run_1/met2.png
Scale bar: 20 um.
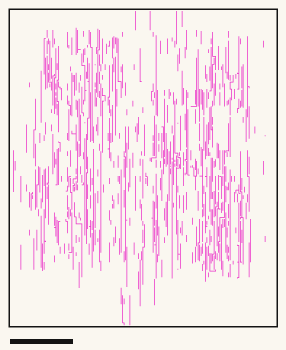
run_1/pdn.png
Scale bar: 20 um. Pins as bars on the die edge.
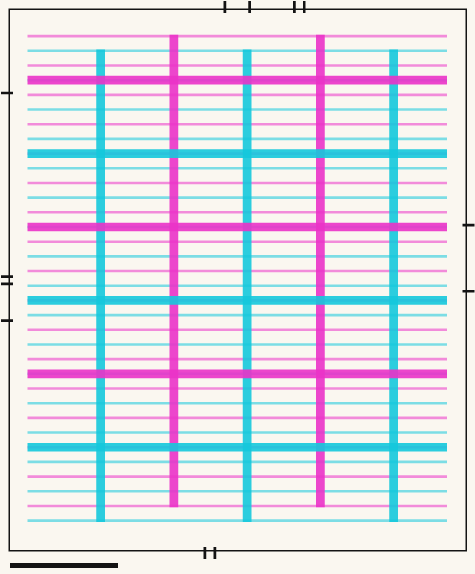
run_1/final_clocks.png
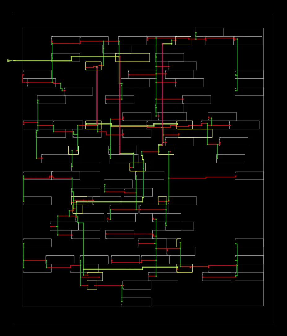
run_1/met3.png
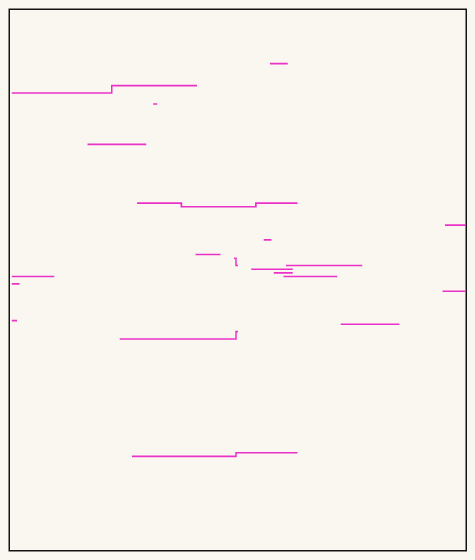
File: src/rtl/system_top.sv
// system_top: FPGA shell with a bring-up reset sequencer and an 8N1 UART echo
// console with RTS/CTS flow control and a one-byte echo buffer.
// Optional feature: define BOOT_BANNER_EN to send "OK\r\n" once on entry to RUN
// before the echo console is enabled.
module system_top #(
   parameter int unsigned RST_HOLD_CYCLES = 500,
   parameter int unsigned CLKS_PER_BIT    = 868
) (
   input  logic sys_clk,
   input  logic sys_rst,
   input  logic init_calib_complete,
   input  logic host_done,
   input  logic uart_rx,
   input  logic uart_ctsn,
   output logic uart_tx,
   output logic uart_rtsn,
   output logic core_rst,
   output logic host_done_reg,
   output logic calib_done_reg,
   output logic uart_overrun
);

   localparam int unsigned HW = $clog2(RST_HOLD_CYCLES + 1);
   localparam int unsigned BW = $clog2(CLKS_PER_BIT + 1);
   localparam logic [HW-1:0] HOLD_LAST = HW'(RST_HOLD_CYCLES - 1);
   localparam logic [BW-1:0] BIT_LAST  = BW'(CLKS_PER_BIT - 1);
   localparam logic [BW-1:0] HALF_LAST = BW'(CLKS_PER_BIT / 2 - 1);

   typedef enum logic [1:0] {ST_HOLD, ST_CALIB, ST_HOST, ST_RUN} seq_state_t;
   typedef enum logic [1:0] {RX_IDLE, RX_START, RX_DATA, RX_STOP} rx_state_t;

   seq_state_t    state;
   rx_state_t     rx_state;
   logic [HW-1:0] hold_cnt;
   logic          calib_meta, host_meta, rx_meta, rx_s, rx_prev, cts_meta, cts_s;
   logic          run, rx_en, rx_valid;
   logic [BW-1:0] rx_cnt, tx_cnt;
   logic [2:0]    rx_bit;
   logic [7:0]    rx_shift, buf_data, tx_byte;
   logic          buf_full, tx_busy, tx_load_echo, tx_start;
   logic [3:0]    tx_bit;
   logic [8:0]    tx_shift;

   // Two-flop synchronisers for all asynchronous inputs; host_done is made sticky.
   always_ff @(posedge sys_clk or posedge sys_rst) begin
      if (sys_rst) begin
         calib_meta     <= 1'b0;
         calib_done_reg <= 1'b0;
         host_meta      <= 1'b0;
         host_done_reg  <= 1'b0;
         rx_meta        <= 1'b1;
         rx_s           <= 1'b1;
         rx_prev        <= 1'b1;
         cts_meta       <= 1'b1;
         cts_s          <= 1'b1;
      end else begin
         calib_meta     <= init_calib_complete;
         calib_done_reg <= calib_meta;
         host_meta      <= host_done;
         host_done_reg  <= host_done_reg | host_meta;
         rx_meta        <= uart_rx;
         rx_s           <= rx_meta;
         rx_prev        <= rx_s;
         cts_meta       <= uart_ctsn;
         cts_s          <= cts_meta;
      end
   end

   // Bring-up sequencer; core_rst releases the cycle after RUN is entered.
   always_ff @(posedge sys_clk or posedge sys_rst) begin
      if (sys_rst) begin
         state    <= ST_HOLD;
         hold_cnt <= '0;
         core_rst <= 1'b1;
      end else begin
         core_rst <= (state != ST_RUN);
         unique case (state)
            ST_HOLD:  if (hold_cnt == HOLD_LAST) state <= ST_CALIB;
                      else hold_cnt <= hold_cnt + 1'b1;
            ST_CALIB: if (calib_done_reg) state <= ST_HOST;
            ST_HOST:  if (host_done_reg) state <= ST_RUN;
            default:  state <= ST_RUN;
         endcase
      end
   end

   assign run          = (state == ST_RUN);
   assign tx_load_echo = rx_en && buf_full && !cts_s && !tx_busy;
   assign rx_valid     = (rx_state == RX_STOP) && (rx_cnt == BIT_LAST) && rx_s;
   assign uart_rtsn    = !(rx_en && !buf_full);

`ifdef BOOT_BANNER_EN
   logic [2:0] ban_idx;
   logic       ban_done, ban_load;
   logic [7:0] ban_byte;

   assign ban_load = run && !ban_done && (ban_idx != 3'd4) && !tx_busy && !cts_s;
   assign rx_en    = run && ban_done;
   assign tx_start = ban_load || tx_load_echo;
   assign tx_byte  = ban_load ? ban_byte : buf_data;

   // Banner character lookup.
   always_comb begin
      ban_byte = 8'h0A;
      case (ban_idx)
         3'd0:    ban_byte = 8'h4F;
         3'd1:    ban_byte = 8'h4B;
         3'd2:    ban_byte = 8'h0D;
         default: ban_byte = 8'h0A;
      endcase
   end

   // Banner progress; done once the last banner frame has left the transmitter.
   always_ff @(posedge sys_clk or posedge sys_rst) begin
      if (sys_rst) begin
         ban_idx  <= '0;
         ban_done <= 1'b0;
      end else begin
         if (ban_load) ban_idx <= ban_idx + 1'b1;
         if (ban_idx == 3'd4 && !tx_busy) ban_done <= 1'b1;
      end
   end
`else
   assign rx_en    = run;
   assign tx_start = tx_load_echo;
   assign tx_byte  = buf_data;
`endif

   // UART receiver: falling edge, mid-bit start confirm, 8 data bits LSB first, stop.
   always_ff @(posedge sys_clk or posedge sys_rst) begin
      if (sys_rst) begin
         rx_state <= RX_IDLE;
         rx_cnt   <= '0;
         rx_bit   <= '0;
         rx_shift <= '0;
      end else if (!rx_en) begin
         rx_state <= RX_IDLE;
         rx_cnt   <= '0;
      end else begin
         unique case (rx_state)
            RX_IDLE: if (rx_prev && !rx_s) begin
               rx_state <= RX_START;
               rx_cnt   <= '0;
            end
            RX_START: if (rx_cnt == HALF_LAST) begin
               rx_cnt   <= '0;
               rx_bit   <= '0;
               rx_state <= rx_s ? RX_IDLE : RX_DATA;
            end else rx_cnt <= rx_cnt + 1'b1;
            RX_DATA: if (rx_cnt == BIT_LAST) begin
               rx_cnt   <= '0;
               rx_shift <= {rx_s, rx_shift[7:1]};
               if (rx_bit == 3'd7) rx_state <= RX_STOP;
               else rx_bit <= rx_bit + 1'b1;
            end else rx_cnt <= rx_cnt + 1'b1;
            default: if (rx_cnt == BIT_LAST) begin
               rx_cnt   <= '0;
               rx_state <= RX_IDLE;
            end else rx_cnt <= rx_cnt + 1'b1;
         endcase
      end
   end

   // One-byte echo buffer; a same-cycle transmit load frees the slot for the write.
   always_ff @(posedge sys_clk or posedge sys_rst) begin
      if (sys_rst) begin
         buf_full     <= 1'b0;
         buf_data     <= '0;
         uart_overrun <= 1'b0;
      end else begin
         if (rx_valid && (!buf_full || tx_load_echo)) begin
            buf_full <= 1'b1;
            buf_data <= rx_shift;
         end else if (tx_load_echo) begin
            buf_full <= 1'b0;
         end
         if (rx_valid && buf_full && !tx_load_echo) uart_overrun <= 1'b1;
      end
   end

   // UART transmitter: start bit driven at load, then data LSB first and stop.
   always_ff @(posedge sys_clk or posedge sys_rst) begin
      if (sys_rst) begin
         tx_busy  <= 1'b0;
         uart_tx  <= 1'b1;
         tx_shift <= '0;
         tx_cnt   <= '0;
         tx_bit   <= '0;
      end else if (tx_start) begin
         tx_busy  <= 1'b1;
         uart_tx  <= 1'b0;
         tx_shift <= {1'b1, tx_byte};
         tx_cnt   <= '0;
         tx_bit   <= '0;
      end else if (tx_busy) begin
         if (tx_cnt == BIT_LAST) begin
            tx_cnt <= '0;
            if (tx_bit == 4'd9) begin
               tx_busy <= 1'b0;
               uart_tx <= 1'b1;
            end else begin
               uart_tx  <= tx_shift[0];
               tx_shift <= {1'b1, tx_shift[8:1]};
               tx_bit   <= tx_bit + 1'b1;
            end
         end else tx_cnt <= tx_cnt + 1'b1;
      end
   end

endmodule

File: config.mk
export PLATFORM = sky130hd
export DESIGN_NAME = system_top
export DESIGN_NICKNAME = d
export VERILOG_FILES = /design/src/rtl/system_top.sv
export SDC_FILE = /design/constraint.sdc
export NUM_CORES = 1
export LEC_CHECK = 0
export CAP_MARGIN = 20
export CORE_ASPECT_RATIO = 1.2
export CORE_MARGIN = 3
export CORE_UTILIZATION = 51
export DETAILED_ROUTE_END_ITERATION = 8
export PLACE_DENSITY = 0.73
export SETUP_SLACK_MARGIN = 0.05
export SKIP_CTS_REPAIR_TIMING = 1
export SLEW_MARGIN = 20
export SYNTH_ARGS = -nofsm -noshare
export SYNTH_HDL_FRONTEND = slang
export SYNTH_SLANG_ARGS = --single-unit
export TNS_END_PERCENT = 50
File: constraint.sdc
create_clock -name sys_clk -period 2.9 [get_ports sys_clk]
set_clock_uncertainty 0.05 [all_clocks]
set_input_delay 0.58 -clock sys_clk [delete_from_list [all_inputs] [get_ports sys_clk]]
set_output_delay 0.58 -clock sys_clk [all_outputs]
set_load 0.05 [all_outputs]
==> impl_metrics.json, run 1 <==
{
  "status": "finished, final reports clean",
  "slew_violations": 0,
  "grt_max_degree": 48,
  "most_common_cell": "dfrtp_1",
  "yosys_warnings": 0,
  "cap_violations": 0,
  "design.core.area_sq_um": 6980,
  "worst_pin_slew_ns": 0.654,
  "xor_area_frac": 0.0210,
  "sequentialPowerShare": 0.543,
  "yosys_area_sq_um": 3760,
  "comb_area_frac": 0.400,
  "combGateArea_sq_um": 1690,
  "numCtsBuffers": 9,
  "num_antenna_cells": 0,
  "grt_pass1_wl_mm": 12.3,
  "simple_gate_area_frac": 0.212,
  "end_kind": "output pin",
  "inv_count": 10,
  "swShare": 0.215,
  "hold_path.class": "reg -> reg",
  "power_combinational_uw": 34.9,
  "syn_avg_cell_area_sq_um": 11.1,
  "hold_ws_ns": 0.295,
  "ff_type": "dfrtp_1",
  "largest_class": "registers",
  "arrival_ns": 1.96,
  "combPwrFrac": 0.017,
  "post-route-min-period_ns": 2.59,
  "post_drt_via_cell_ratio": 5.87,
  "worstHoldStart": "rx_meta",
  "maxPowerGroup": "sequential cells",
  "ys_seq_share": 0.528,
  "dr_wl_met3_um": 202,
  "p_sw_uw": 442,
  "r2r_start": "rx_cnt[0]",
  "worstSkewPairLatency_ns": 0.36,
  "die_w_um": 84.4,
  "warnings": 28,
  "endpoint": "uart_rtsn",
  "hold_viol": 0,
  "io_buffers": 11,
  "row_count": 33,
  "synth.area.top_cells": "dfrtp_1 48%, mux2_2 6.0%, dfstp_2 4.9%",
  "fa_ha_area_frac": 0.0266,
  "cp-startpoint": "state[0]",
  "routed.top_layer": "met4",
  "p_per_area_nw_per_um2": 486,
  "cts_root_buf": "clkbuf_8",
  "logic_gates": 240,
  "num-fill-cells": 574,
  "ys_top_cells_by_count": "72 x dfrtp_1, 37 x nand2_1, 20 x mux2_2, 20 x o21ai_0, 19 x nand3_1",
  "buffer_area_frac": 0.0415,
  "hpwl_mm": 4.75,
  "wl_per_cell_um": 15.6,
  "total_power_mw": 2.05,
  "worst_slack_ns": 0.313,
  "p_int_mw": 1.61,
  "hold_depth": 0,
  "cts_tree": "yes",
  "synth.mux.area_fraction": 0.0626,
  "worstRegToRegCells": 5,
  "path_max_fanout": 9,
  "grt_pass1_vias": 2617,
  "route.detailed.drc": 0,
  "synth_cell_types": 56,
  "dp_cells": 434,
  "setup_viol": 0,
  "finalCritPeriodShare": 0.892,
  "pre_cts_ws_ns": 0.682,
  "grt_use_total": 0.182,
  "vias": 2643,
  "cp.required_ns": 2.27,
  "htreeDepth": 3,
  "drive_above_1_share": 0.176,
  "antenna_found_initial": 0,
  "top_logic_kind": "simple AND/OR/NAND/NOR gates",
  "min_to": "rx_s",
  "clk_pin_slew_ns": 0.09,
  "async_reset_ff_frac": 1.00
}
About met2.png:
The layer carries 3420 um of wire. 318 nets have wire on it. The layer holds 49% of the routed length.

About pdn.png:
Key: magenta = VDD; cyan = VSS
34 met1 rails follow the rows. 6 straps on met5. 12 signal pins sit on the boundary. The core has 33 rows.

About final_clocks.png:
Clock Power: 904 uW
CTS Sinks: 79
Seq cells: 79
clock buffer count: 10

About met3.png:
The wires run mostly horizontal. The layer holds 2.9% of the routed length. The layer carries 203 um of wire. 13 nets have wire on it.

-- run 1: metal layers --
| metal | global-route usage | up-vias |
|---|---|---|
| met5 | 0 | - |
| met4 | 0.0694 | 0 |
| met3 | 0.0468 | 7 |
| met2 | 0.296 | 32 |
| met1 | 0.236 | 1311 |
| li1 | - | 1293 |
-- run 1: worst max-delay path: stages (launching register included) --
cell             delay (ns)
dfrtp_1                0.47
and2_2                 0.24
nand2b_1               0.09
clkdlybuf4s50_1        0.80
-- run 1: cells in the final DEF (no fill, tap or decap), types with 8 or more instances in the layout --
cell / count
or3_1: 9
dfrtp_1: 72
ha_1: 8
o21ai_0: 20
mux2_2: 20
nand4_1: 9
nand3_1: 19
clkbuf_8: 9
nand2_1: 37
nor2_1: 8
inv_1: 8
o211ai_1: 11
clkdlybuf4s50_1: 11
run_1/metal_stack.png
Scale bar: 20 um. Two of the layers only.
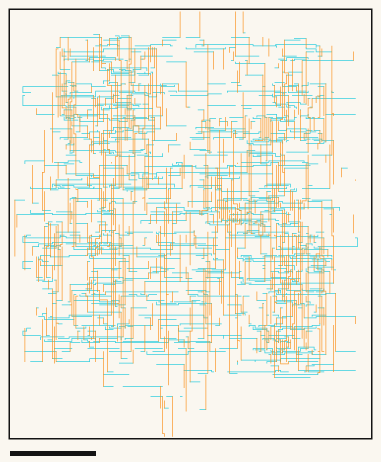

==> run 2, diff against run 1 <==
--- a/config.mk
+++ b/config.mk
@@ -8,11 +8,10 @@
 export CAP_MARGIN = 20
 export CORE_ASPECT_RATIO = 1.2
 export CORE_MARGIN = 3
-export CORE_UTILIZATION = 51
+export CORE_UTILIZATION = 48
 export DETAILED_ROUTE_END_ITERATION = 8
-export PLACE_DENSITY = 0.73
+export PLACE_DENSITY = 0.7
 export SETUP_SLACK_MARGIN = 0.05
-export SKIP_CTS_REPAIR_TIMING = 1
 export SLEW_MARGIN = 20
 export SYNTH_ARGS = -nofsm -noshare
 export SYNTH_HDL_FRONTEND = slang
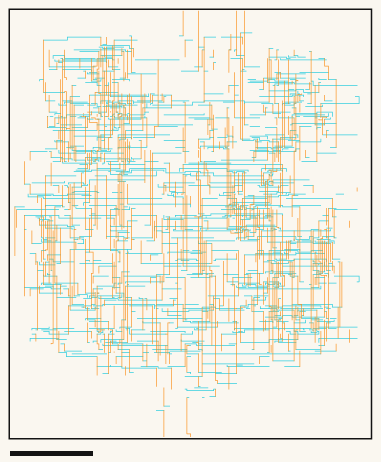
run_2/metal_stack.png
Scale bar: 20 um. Two of the layers only.
Key: cyan = met1 [wire length 3310 um]; orange = met2 [wire length 3280 um]

==> run 2 against run 1 <==
Via count fell by 0.23%. Critical path depth did not move. Design area fell by 0.74%. Clock power fell by 16%. Final cell count rose by 0.67%. Register-to-register slack barely moved. Die size rose by 5.8%. Non-clock buffer count did not move. Fmax rose by 0.95%. First-iteration DRC count rose by 4.0%. Largest cell class unchanged. Utilization fell by 4.2 points.
==> impl_metrics.json, run 2 <==
{
  "yosys_area_sq_um": 3760,
  "end_kind": "output pin",
  "cts_root_buf": "clkbuf_8",
  "p_int_mw": 1.48,
  "worstRegToRegCells": 5,
  "worst_pin_slew_ns": 0.626,
  "lay_top_count": "dfrtp_1",
  "grt_pass1_wl_mm": 12.0,
  "async_reset_ff_frac": 1.00,
  "endpoint": "uart_rtsn",
  "clkbuf_count": 12,
  "design.core.area_sq_um": 7440,
  "yosys_warnings": 0,
  "hold_depth": 0,
  "synth_cell_types": 56,
  "hpwl_mm": 4.75,
  "slowest_stage": "clkdlybuf4s50_1",
  "dr_wl_met3_um": 170,
  "lay_top_cells": "72 x dfrtp_1, 37 x nand2_1, 20 x o21ai_0, 20 x mux2_2, 19 x nand3_1",
  "p_sw_uw": 425,
  "worstPathCellList": "and2_2 > nand2b_1 > clkdlybuf4s50_1",
  "synth.area.top_cells": "dfrtp_1 48%, mux2_2 6.0%, dfstp_2 4.9%",
  "arrival_ns": 1.93,
  "antenna_found_initial": 0,
  "hold_viol": 0,
  "num-fill-cells": 626,
  "comb_area_frac": 0.403,
  "row_count": 34,
  "routed.top_layer": "met4",
  "drive_above_1_share": 0.176,
  "pre_cts_ws_ns": 0.621,
  "path_max_fanout": 9,
  "grt_use_total": 0.170,
  "htreeDepth": 3,
  "grt_pass1_vias": 2516,
  "clk-power_uw": 755,
  "setup_viol": 0,
  "swShare": 0.223,
  "cp-startpoint": "state[0]",
  "crit_buf_inv": 1,
  "min_to": "calib_done_reg",
  "cap_violations": 0,
  "critPathTopFamily": "buffers and inverters",
  "io_buffers": 11,
  "finalCritPeriodShare": 0.884,
  "wl_per_cell_um": 15.2,
  "route.detailed.drc": 0,
  "most_common_cell": "dfrtp_1",
  "total_power_mw": 1.90,
  "combPwrFrac": 0.018,
  "slew_violations": 0,
  "maxPowerGroup": "sequential cells",
  "power_combinational_uw": 35.2,
  "inv_count": 10,
  "hold_path.class": "reg -> reg",
  "cp.required_ns": 2.27,
  "status": "finished, final reports clean",
  "grt_max_degree": 60,
  "ys_top_cells_by_count": "72 x dfrtp_1, 37 x nand2_1, 20 x mux2_2, 20 x o21ai_0, 19 x nand3_1",
  "logic_gates": 240,
  "r2r_start": "rx_cnt[0]",
  "clk_pin_slew_ns": 0.08,
  "holdBufCountCts": 0,
  "post-route-min-period_ns": 2.56,
  "critPathMaxStageDelay_ns": 0.80,
  "cts_tree": "yes",
  "hold_ws_ns": 0.299,
  "numCtsBuffers": 9,
  "nFlopsAndLatches": 79,
  "clock_power_share": 0.397,
  "post_drt_via_cell_ratio": 5.82,
  "combGateArea_sq_um": 1690,
  "sequentialPowerShare": 0.585,
  "die_w_um": 86.8,
  "p_per_area_nw_per_um2": 455,
  "path_depth": 3,
  "num_antenna_cells": 0,
  "warnings": 28
}
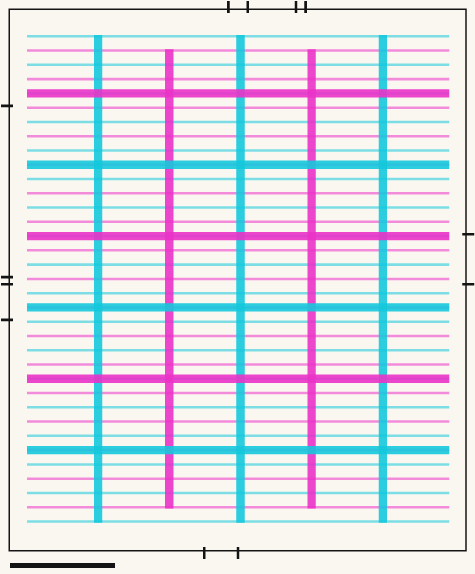
run_2/pdn.png
Scale bar: 20 um. Pins as bars on the die edge.
Key: cyan = VSS; magenta = VDD
35 met1 rails follow the rows. The core has 34 rows.

-- run 2: cell types whose count changed in the layout (fill, tap and decap cells not counted) --
cell	previous run	this run
clkinvlp_4	1	3
clkbuf_8	9	11
bufinv_16	2	0
inv_6	1	0
clkinv_4	2	1
-- run 2: kinds of logic (layout without fill, tap and decap cells) --
family / after synthesis / count (layout) / synth area share
buf+inv: 21 / 44 / 0.0226
flops: 79 / 79 / 0.528
compound gates: 67 / 67 / 0.127
xor+xnor: 9 / 9 / 0.0210
mux: 21 / 21 / 0.0626
simple gates: 135 / 135 / 0.212
fa+ha+maj: 8 / 8 / 0.0266
-- run 2: per-layer routing --
layer	up-vias	GRT usage
met2	45	0.257
met5	-	0
met1	1294	0.240
met3	12	0.0256
met4	0	0.0791
li1	1286	-
Power figures rest on the tool's default switching activity, not on a simulated workload.
